==> src/rtl/mmc_dram_cmd_sequencer.sv <==
// DRAM command sequencer: turns final-queue entries into ACT/PRE/RD/WR commands with per-bank open-row tracking.
// Optional auto-precharge on same-bank page conflicts: define MMC_DRAM_SEQ_AUTOPRE_EN.
module mmc_dram_cmd_sequencer #(
  parameter int BANK_WIDTH = 2,
  parameter int PAGE_WIDTH = 12,
  parameter int LINE_WIDTH = 5,
  parameter int TRCD       = 4,
  parameter int TRP        = 3
) (
  input  logic                                     clk,
  input  logic                                     reset_poweron,
  input  logic                                     clear,
  input  logic                                     pipe_valid,
  input  logic [BANK_WIDTH+PAGE_WIDTH+LINE_WIDTH:0] pipe_data,
  input  logic                                     pipe_peek_valid,
  input  logic [BANK_WIDTH+PAGE_WIDTH+LINE_WIDTH:0] pipe_peek_data,
  input  logic                                     pipe_peek_twoIn_valid,
  input  logic [BANK_WIDTH+PAGE_WIDTH+LINE_WIDTH:0] pipe_peek_twoIn_data,
  output logic                                     pipe_read,
  output logic                                     cmd_valid,
  input  logic                                     cmd_ready,
  output logic [1:0]                               cmd_type,
  output logic [BANK_WIDTH-1:0]                    cmd_bank,
  output logic [PAGE_WIDTH-1:0]                    cmd_page,
  output logic [LINE_WIDTH-1:0]                    cmd_line,
  output logic                                     cmd_ap,
  output logic [1:0]                               lookahead_match,
  output logic                                     busy
);
  localparam int E     = 1 + BANK_WIDTH + PAGE_WIDTH + LINE_WIDTH;
  localparam int NB    = 1 << BANK_WIDTH;
  localparam int PO    = LINE_WIDTH;
  localparam int BO    = LINE_WIDTH + PAGE_WIDTH;
  localparam int TMAX  = (TRCD > TRP) ? TRCD : TRP;
  localparam int CNT_W = $clog2(TMAX);

  localparam logic [1:0] CT_ACT = 2'b00;
  localparam logic [1:0] CT_PRE = 2'b01;

  typedef enum logic [2:0] {
    S_IDLE, S_PRE, S_PRE_WAIT, S_ACT, S_ACT_WAIT, S_ACCESS
  } state_t;

  state_t                            state_q;
  logic                              cmd_valid_q;
  logic [1:0]                        cmd_type_q;
  logic [BANK_WIDTH-1:0]             cmd_bank_q;
  logic [PAGE_WIDTH-1:0]             cmd_page_q;
  logic [LINE_WIDTH-1:0]             cmd_line_q;
  logic                              cmd_ap_q;
  logic [NB-1:0]                     open_q;
  logic [NB-1:0][PAGE_WIDTH-1:0]     open_page_q;
  logic [CNT_W-1:0]                  cnt_q;

  logic                  h_op, p_op;
  logic [BANK_WIDTH-1:0] h_bank, p_bank, t_bank;
  logic [PAGE_WIDTH-1:0] h_page, p_page, t_page;
  logic [LINE_WIDTH-1:0] h_line, p_line;
  logic                  h_hit, peek_same_head, two_same_head, peek_same_cmd;
  logic                  head_ap, peek_ap, hs;
  logic                  unused_twoin;

  assign h_op   = pipe_data[E-1];
  assign h_bank = pipe_data[BO +: BANK_WIDTH];
  assign h_page = pipe_data[PO +: PAGE_WIDTH];
  assign h_line = pipe_data[LINE_WIDTH-1:0];
  assign p_op   = pipe_peek_data[E-1];
  assign p_bank = pipe_peek_data[BO +: BANK_WIDTH];
  assign p_page = pipe_peek_data[PO +: PAGE_WIDTH];
  assign p_line = pipe_peek_data[LINE_WIDTH-1:0];
  assign t_bank = pipe_peek_twoIn_data[BO +: BANK_WIDTH];
  assign t_page = pipe_peek_twoIn_data[PO +: PAGE_WIDTH];
  assign unused_twoin = ^{pipe_peek_twoIn_data[E-1], pipe_peek_twoIn_data[LINE_WIDTH-1:0]};

  assign h_hit          = open_q[h_bank] && (open_page_q[h_bank] == h_page);
  assign peek_same_head = pipe_peek_valid && (p_bank == h_bank) && (p_page == h_page);
  assign two_same_head  = pipe_peek_twoIn_valid && (t_bank == h_bank) && (t_page == h_page);
  assign peek_same_cmd  = pipe_peek_valid && (p_bank == cmd_bank_q) && (p_page == cmd_page_q);

`ifdef MMC_DRAM_SEQ_AUTOPRE_EN
  // head_ap applies to the current head, peek_ap to the peek once it becomes the head
  assign head_ap = pipe_peek_valid && (p_bank == h_bank) && (p_page != h_page);
  assign peek_ap = pipe_peek_twoIn_valid && (t_bank == p_bank) && (t_page != p_page);
`else
  assign head_ap = 1'b0;
  assign peek_ap = 1'b0;
`endif

  assign lookahead_match = !(pipe_valid && peek_same_head) ? 2'd0 :
                           two_same_head ? 2'd2 : 2'd1;

  assign hs        = cmd_valid_q & cmd_ready;
  assign pipe_read = hs & (state_q == S_ACCESS) & ~reset_poweron;

  assign cmd_valid = cmd_valid_q;
  assign cmd_type  = cmd_type_q;
  assign cmd_bank  = cmd_bank_q;
  assign cmd_page  = cmd_page_q;
  assign cmd_line  = cmd_line_q;
  assign cmd_ap    = cmd_ap_q;
  assign busy      = (state_q != S_IDLE);

  always_ff @(posedge clk) begin
    if (reset_poweron) begin
      state_q     <= S_IDLE;
      cmd_valid_q <= 1'b0;
      cmd_type_q  <= '0;
      cmd_bank_q  <= '0;
      cmd_page_q  <= '0;
      cmd_line_q  <= '0;
      cmd_ap_q    <= 1'b0;
      open_q      <= '0;
      open_page_q <= '0;
      cnt_q       <= '0;
    end else if (clear) begin
      state_q     <= S_IDLE;
      cmd_valid_q <= 1'b0;
      cmd_ap_q    <= 1'b0;
      open_q      <= '0;
      cnt_q       <= '0;
    end else begin
      case (state_q)
        S_IDLE: begin
          if (pipe_valid) begin
            cmd_valid_q <= 1'b1;
            cmd_bank_q  <= h_bank;
            if (h_hit) begin
              state_q    <= S_ACCESS;
              cmd_type_q <= {1'b1, h_op};
              cmd_page_q <= h_page;
              cmd_line_q <= h_line;
              cmd_ap_q   <= head_ap;
            end else if (open_q[h_bank]) begin
              state_q    <= S_PRE;
              cmd_type_q <= CT_PRE;
              cmd_page_q <= '0;
              cmd_line_q <= '0;
              cmd_ap_q   <= 1'b0;
            end else begin
              state_q    <= S_ACT;
              cmd_type_q <= CT_ACT;
              cmd_page_q <= h_page;
              cmd_line_q <= '0;
              cmd_ap_q   <= 1'b0;
            end
          end
        end
        S_PRE: begin
          if (hs) begin
            open_q[cmd_bank_q] <= 1'b0;
            cmd_valid_q        <= 1'b0;
            cnt_q              <= CNT_W'(TRP - 2);
            state_q            <= S_PRE_WAIT;
          end
        end
        S_PRE_WAIT: begin
          if (cnt_q == '0) begin
            state_q     <= S_ACT;
            cmd_valid_q <= 1'b1;
            cmd_type_q  <= CT_ACT;
            cmd_bank_q  <= h_bank;
            cmd_page_q  <= h_page;
            cmd_line_q  <= '0;
          end else begin
            cnt_q <= cnt_q - CNT_W'(1);
          end
        end
        S_ACT: begin
          if (hs) begin
            open_q[cmd_bank_q]      <= 1'b1;
            open_page_q[cmd_bank_q] <= cmd_page_q;
            cmd_valid_q             <= 1'b0;
            cnt_q                   <= CNT_W'(TRCD - 2);
            state_q                 <= S_ACT_WAIT;
          end
        end
        S_ACT_WAIT: begin
          if (cnt_q == '0) begin
            state_q     <= S_ACCESS;
            cmd_valid_q <= 1'b1;
            cmd_type_q  <= {1'b1, h_op};
            cmd_bank_q  <= h_bank;
            cmd_page_q  <= h_page;
            cmd_line_q  <= h_line;
            cmd_ap_q    <= head_ap;
          end else begin
            cnt_q <= cnt_q - CNT_W'(1);
          end
        end
        S_ACCESS: begin
          if (hs) begin
            if (cmd_ap_q) open_q[cmd_bank_q] <= 1'b0;
            // the peek becomes the head next cycle, so it can issue straight away
            if (peek_same_cmd && !cmd_ap_q) begin
              cmd_type_q <= {1'b1, p_op};
              cmd_line_q <= p_line;
              cmd_ap_q   <= peek_ap;
            end else begin
              state_q     <= S_IDLE;
              cmd_valid_q <= 1'b0;
              cmd_ap_q    <= 1'b0;
            end
          end
        end
        default: begin
          state_q     <= S_IDLE;
          cmd_valid_q <= 1'b0;
        end
      endcase
    end
  end

endmodule

==> config.mk <==
export PLATFORM = sky130hd
export DESIGN_NAME = mmc_dram_cmd_sequencer
export DESIGN_NICKNAME = d
export VERILOG_FILES = /design/src/rtl/mmc_dram_cmd_sequencer.sv
export SDC_FILE = /design/constraint.sdc
export NUM_CORES = 1
export LEC_CHECK = 0
export ABC_CLOCK_PERIOD_IN_PS = 2040
export CAP_MARGIN = 15
export CORE_UTILIZATION = 46
export CTS_CLUSTER_SIZE = 24
export DETAILED_ROUTE_END_ITERATION = 12
export PLACE_DENSITY = 0.77
export SLEW_MARGIN = 20
export SYNTH_ARGS = -nofsm -noshare
export SYNTH_HDL_FRONTEND = slang
export SYNTH_SLANG_ARGS = --single-unit
==> constraint.sdc <==
create_clock -name clk -period 2.04 [get_ports clk]
set_clock_uncertainty 0.05 [all_clocks]
set_input_delay 0.204 -clock clk [delete_from_list [all_inputs] [get_ports clk]]
set_output_delay 0.204 -clock clk [all_outputs]
set_load 0.1 [all_outputs]
run_1/clock_wires.png
Scale: 4 px per um.
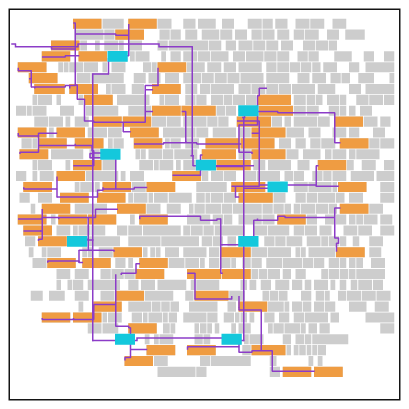
[purple] clock wires | length: 980 um
[cyan] clock-net drivers | count: 9
[orange] flip-flops | count: 79
routed clock nets	10
flops lie	spread over the die

run_1/congestion_map.png
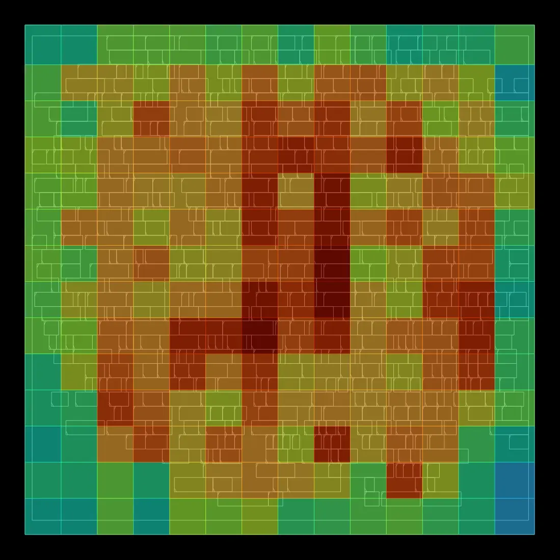
global route hottest layer: met2
WL/cell: 19.30 um
fin util: 71.40%
grt met1 use: 33.67%
M3 GR Usage: 4.964%

run_1/m3.png
Scale: 3 px per um. Cells faint in the background.
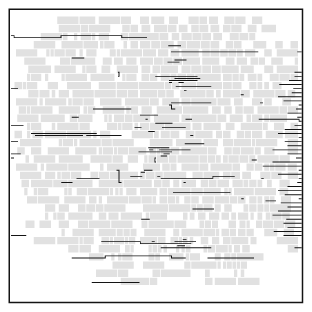
nets with wire on the layer	91
main direction	horizontal

==> out/metrics.csv <==
stage,metric,value,unit
outcome,status,"finished, violations left",
place,Post-DP Area,5649,um2
logic_synthesis,syn nets,497,
logic_synthesis,Yosys cell types,49,
finish,Finished Cell Area,6257,um2
logic_synthesis,syn avg cell area,9.733,um2
drt,DR iter-0 viols,224,
place,setup slack at placement,-791.6,ps
logic_synthesis,Yosys Warn Count,0,
logic_synthesis,ys cells,429,
drt,via count,3913,
place,routability cong.,0.8778,
sta,maximum clock rate,0.4414,GHz
drt,via/cell ratio,5.663,
worst_setup_path,CP max-delay cell,or4_4,
pwr,cell internal pwr,2.412,mW
outcome,failing checks,setup timing,
logic_synthesis,"area leader, netlist",dfxtp_1,
finish,layout cells sized above 1,36.19,%
sta,setup slack after layout,-225.4,ps
pwr,pwr/cell area,587.3,nW/um2
pwr,total power,3.675,mW
floorplan,Core ar.,8763,um2
worst_setup_path,CP arrival,2480,ps
clocking,CTS tree,built,
global_routing,vias in the first global route,4013,
clocking,clock slew at reported path FFs,100,ps
floorplan,chip area,9461,um2
pwr,Combinational Power Share,24.4,%
drt,DR pass1 iterations,4,
pwr,Seq pwr share,44.0,%
global_routing,first-pass GRT wire length,20.54,mm
sta,Final Setup Violations,22,
pwr,Sw Share,34.37,%
min_path,WHS Path Cells,2,
run 1: registers in the layout (all words and copies together), names as in the netlist, named ones only:
register / cells
cmd_type: 2
cmd_valid: 1
state_q: 3
cmd_page: 12
cmd_line: 5
cmd_bank: 2
open_page_q: 48
cnt_q: 2
run 1: Yosys cell counts, types with 2 or more instances:
cell type  count
mux4_1        11
mux4_2         2
or3_1          2
nand3_1        6
xor2_1         9
nor2b_1        6
inv_1          3
nand4_1       10
buf_1          2
nor3_1        19
dfxtp_1       79
clkbuf_1      11
a21oi_1       11
mux2i_1       54
nand2_1       11
o21ai_0       10
nor2_1        72
buf_2          6
buf_6          3
buf_4          2
xnor2_1       45
or2_2          2
a31oi_1        5
nand2b_1       6
nor4_1         7
a22o_1        12
run 1: area by class of cell:
type,count,area (um2),share of cell area [%]
repair buffers,163,1495,23.90
well taps,108,135.1,2.160
flip-flops and latches,79,1640,26.21
clock inverters,7,70.07,1.120
inverters,3,11.26,0.1800
multi-input cells,322,2781,44.45
clock buffers,9,123.9,1.980
run 1: per-layer routing:
metal / up-vias / GRT usage [%] / share of wire (%)
li1: 1819 / - / -
met1: 1910 / 33.67 / 42
met2: 153 / 48.16 / 50
met3: 31 / 4.964 / 5.4
met4: 0 / 10.86 / 2.9
met5: - / 0 / 0
run 1: per-stage QoR:
step,std cells,setup TNS [ps],hold slack (ps)
after global routing,691,-6028,184.9
after global placement,661,-25130,414.2
after CTS,685,-2066,278.1
final,691,-2850,175.6
after detailed placement,661,-27750,426.8
after floorplan,429,-10260,285.9
run 1: logic make-up (layout without fill, tap and decap cells):
| family | Yosys count | after routing | share of synthesized area (%) |
|---|---|---|---|
| AND/OR/NAND/NOR | 147 | 147 | 16.66 |
| flip-flops | 79 | 79 | 37.88 |
| multiplexers | 68 | 68 | 21.22 |
| XOR/XNOR | 55 | 55 | 11.72 |
| AND-OR/OR-AND | 50 | 50 | 8.451 |
| buffers and inverters | 28 | 182 | 3.686 |
| adder cells (fa/ha/maj) | 1 | 1 | 0.2996 |
| other | 1 | 1 | 0.08981 |
run 1: worst paths after layout:
check | end | slack [ps] | start
setup / recovery | state_q[2] | -230 | open_page_q[28]
setup reg to reg | state_q[2] | -230 | open_page_q[28]
hold / removal | cmd_page[1] | 180 | pipe_data[6]
hold reg to reg | register | 450 | register
run 1: power groups by stage:
stage               logic (mW)  registers [mW]  clock network, mW
detailed placement       0.806            1.65                  0
finish                   0.897            1.62               1.16
global placement         0.795            1.65                  0
CTS                      0.840            1.62               1.18
global route             0.936            1.62               1.23
floorplan                0.281            1.83                  0
run 1: critical path: cells and delay by family (launching register included):
family,cells,cell delay (ps)
flip-flops,1,320
multiplexers,1,560
AND-OR/OR-AND,1,320
XOR/XNOR,1,200
AND/OR/NAND/NOR,2,710
run 1: timing repair:
action,4_1_cts,5_1_grt
hold buffers,0,0
gates resized,59,43
setup endpoints to repair,28,67
pin swaps,24,27
buffers inserted,8,7
Power is estimated from default activity; no workload was simulated.
